$ cat src/rtl/uart_tx_ctrl.sv
// UART 8N1 transmitter with a one-deep holding register; first start bit 1 cycle after an idle write.
// No backpressure: a write while busy with the holding register full is dropped and sets sticky overrun.
module uart_tx_ctrl #(
   parameter int CLKS_PER_BIT = 16
) (
   input  logic       clk,
   input  logic       reset,
   input  logic       wr_en,
   input  logic [7:0] wdata,
   input  logic       ovr_clr,
   output logic       tx,
   output logic       busy,
   output logic       hold_full,
   output logic       tx_done,
   output logic       overrun
);

   localparam int CW = $clog2(CLKS_PER_BIT);
   localparam logic [CW-1:0] BAUD_LAST = CW'(CLKS_PER_BIT - 1);

   typedef enum logic [1:0] {IDLE, START, DATA, STOP} state_t;

   state_t        state, state_nxt;
   logic [CW-1:0] baud_cnt, baud_nxt;
   logic [2:0]    bit_idx, bit_nxt;
   logic [7:0]    shifter, shift_nxt;
   logic [7:0]    hold_reg, hold_nxt;
   logic          hold_full_nxt;
   logic          overrun_nxt;
   logic          tx_nxt;
   logic          bit_end;
   logic          frame_end;

   assign bit_end   = (baud_cnt == BAUD_LAST);
   assign frame_end = (state == STOP) && bit_end;
   assign busy      = (state != IDLE);
   assign tx_done   = frame_end;

   always_comb begin
      state_nxt     = state;
      baud_nxt      = baud_cnt;
      bit_nxt       = bit_idx;
      shift_nxt     = shifter;
      hold_nxt      = hold_reg;
      hold_full_nxt = hold_full;
      overrun_nxt   = overrun & ~ovr_clr;
      tx_nxt        = 1'b1;

      if (state != IDLE) begin
         baud_nxt = bit_end ? '0 : baud_cnt + 1'b1;
      end

      case (state)
         IDLE: begin
            if (wr_en) begin
               shift_nxt = wdata;
               state_nxt = START;
            end
         end
         START: begin
            if (bit_end) begin
               state_nxt = DATA;
               bit_nxt   = 3'd0;
            end
         end
         DATA: begin
            if (bit_end) begin
               shift_nxt = {1'b0, shifter[7:1]};
               bit_nxt   = bit_idx + 3'd1;
               if (bit_idx == 3'd7) begin
                  state_nxt = STOP;
               end
            end
         end
         STOP: begin
            // Back-to-back frames: the held byte wins over a same-cycle write,
            // which then refills the holding register instead of overrunning.
            if (bit_end) begin
               if (hold_full) begin
                  shift_nxt = hold_reg;
                  state_nxt = START;
                  if (wr_en) begin
                     hold_nxt = wdata;
                  end else begin
                     hold_full_nxt = 1'b0;
                  end
               end else if (wr_en) begin
                  shift_nxt = wdata;
                  state_nxt = START;
               end else begin
                  state_nxt = IDLE;
               end
            end
         end
         default: state_nxt = IDLE;
      endcase

      if (busy && !frame_end && wr_en) begin
         if (!hold_full) begin
            hold_nxt      = wdata;
            hold_full_nxt = 1'b1;
         end else begin
            overrun_nxt = 1'b1;
         end
      end

      // tx is registered from the next-state view so the line changes with the state.
      case (state_nxt)
         START:   tx_nxt = 1'b0;
         DATA:    tx_nxt = shift_nxt[0];
         default: tx_nxt = 1'b1;
      endcase
   end

   always_ff @(posedge clk or posedge reset) begin
      if (reset) begin
         state     <= IDLE;
         baud_cnt  <= '0;
         bit_idx   <= 3'd0;
         shifter   <= 8'd0;
         hold_reg  <= 8'd0;
         hold_full <= 1'b0;
         overrun   <= 1'b0;
         tx        <= 1'b1;
      end else begin
         state     <= state_nxt;
         baud_cnt  <= baud_nxt;
         bit_idx   <= bit_nxt;
         shifter   <= shift_nxt;
         hold_reg  <= hold_nxt;
         hold_full <= hold_full_nxt;
         overrun   <= overrun_nxt;
         tx        <= tx_nxt;
      end
   end

endmodule
$ cat config.mk
export PLATFORM = sky130hd
export DESIGN_NAME = uart_tx_ctrl
export DESIGN_NICKNAME = d
export VERILOG_FILES = /design/src/rtl/uart_tx_ctrl.sv
export SDC_FILE = /design/constraint.sdc
export NUM_CORES = 1
export LEC_CHECK = 0
export CORE_MARGIN = 1.5
export CORE_UTILIZATION = 35
export CTS_BUF_LIST = sky130_fd_sc_hd__clkbuf_4 sky130_fd_sc_hd__clkbuf_8
export DETAILED_ROUTE_END_ITERATION = 6
export PLACE_DENSITY = 0.56
export SYNTH_ARGS = -nofsm -noshare
export SYNTH_HDL_FRONTEND = slang
export SYNTH_SLANG_ARGS = --single-unit
export TNS_END_PERCENT = 50
$ cat constraint.sdc
create_clock -name clk -period 3.2 [get_ports clk]
set_clock_uncertainty 0.2 [all_clocks]
set_input_delay 0.96 -clock clk [delete_from_list [all_inputs] [get_ports clk]]
set_output_delay 0.96 -clock clk [all_outputs]
set_load 0.03 [all_outputs]
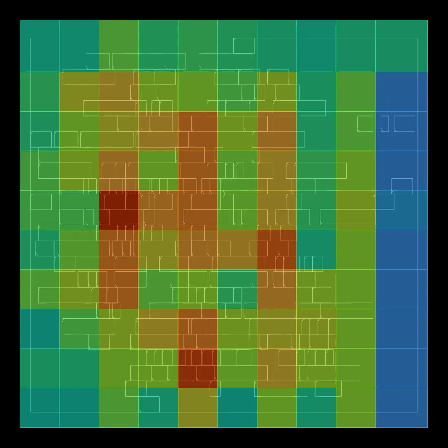
Fig. 1. Congestion heat map.
most used routing layer: met2
global routing met3 resource utilization: 2.422%
met2 routing resource usage after global routing: 24.90%

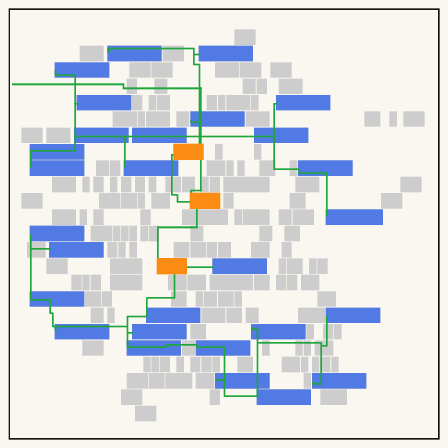
Fig. 2. Clock wires, drivers and flops.
blue -> flip-flops  # count 28
orange -> cells driving clock nets  # count 3
green -> clock wires  # length 345 µm
flops lie = all over the die
routed clock nets = 4

==> notes.md <==
Implementation status.

- Listed in order, past its start point the critical path passes ha_1, and4_4, and2_4, dlygate4sd2_1.
- TritonCTS built the clock tree.
- The number of placed instances with taps included is 231.
- After detailed routing, the number of vias per cell comes to 5.498.
- Synthesis produced a netlist whose cell count is about 170.
- The floorplan report gives the top-level pin count as 17.
- The share of layout cells above drive strength 1 is between 10% and 20%.
- The capture point of the worst register-to-register path is recorded as hold_reg[3].
- The pin count of the biggest net entering global routing is 29.
- The logic share of the area is 43.73%.
- Sequential cells were found to cover roughly 43% of the synthesized design area.
- After clock tree synthesis, the clock-pin slew on the worst setup and hold paths is 0.09 ns.
- The highest fanout seen on the critical path is 8.
- The number of cells on the worst reg-to-reg path is 6.
- The xor and xnor fraction of the mapped netlist area is 1.077%.
- The share of the clock period used by the worst path after layout is 92.34%.
- After synthesis, the netlist uses 40 different library cells.
- By instance count after routing, the leading logic cell type is dfrtp_1.
- The most instantiated flip-flop cell in the synthesis netlist is dfrtp_1.
- Per the layout report, the design carries 4 clock buffers.
- Looking at the reg2reg group, the worst path starts from baud_cnt[0].
- The layout report lists the multi-input gate area as approximately 800 µm².
- Setup total negative slack on the finished layout was measured at 0 ns.
- In this run the worst setup path terminates at tx_done.
- The worst hold path terminates at hold_reg[6].
- The number of global-route vias before repair was around 1300.
- The worst slack on hold paths is 0.2937 ns.
- RePlAce ended its routability-driven mode at a weighted congestion of around 0.78.
- The internal portion of the total power is ~960 µW.
- Per the OpenROAD floorplan log, the width of the die is between 70 and 80 µm.
- The routed wire length on met2 is 1.669 mm.
- The clock insertion delay at the later pin of the skew report is roughly 0.27 ns.
- Once the clock tree was built, the setup fixing pass inserted 0 buffers.
- The flow ran to the end, and the final reports show no timing, DRC or antenna violations.
- The count of vias placed by the detailed router is about 1300.
- The script logs the mean routed wire length per placed instance as between 10 and 15 µm.
- The summed area of non-filler cells in the final layout is 1886 µm².
- The leakage component of the power was reported as 0.7922 nW.
- The startpoint class of the critical path is a register.
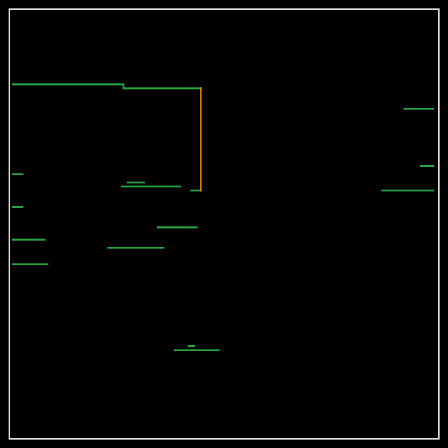
Fig. 3. Signal wires by layer.
Only two layers are drawn.
green -> met3  # wire length 99.6 µm
orange -> met4  # wire length 17.0 µm

Power and IR drop assume default switching activity.
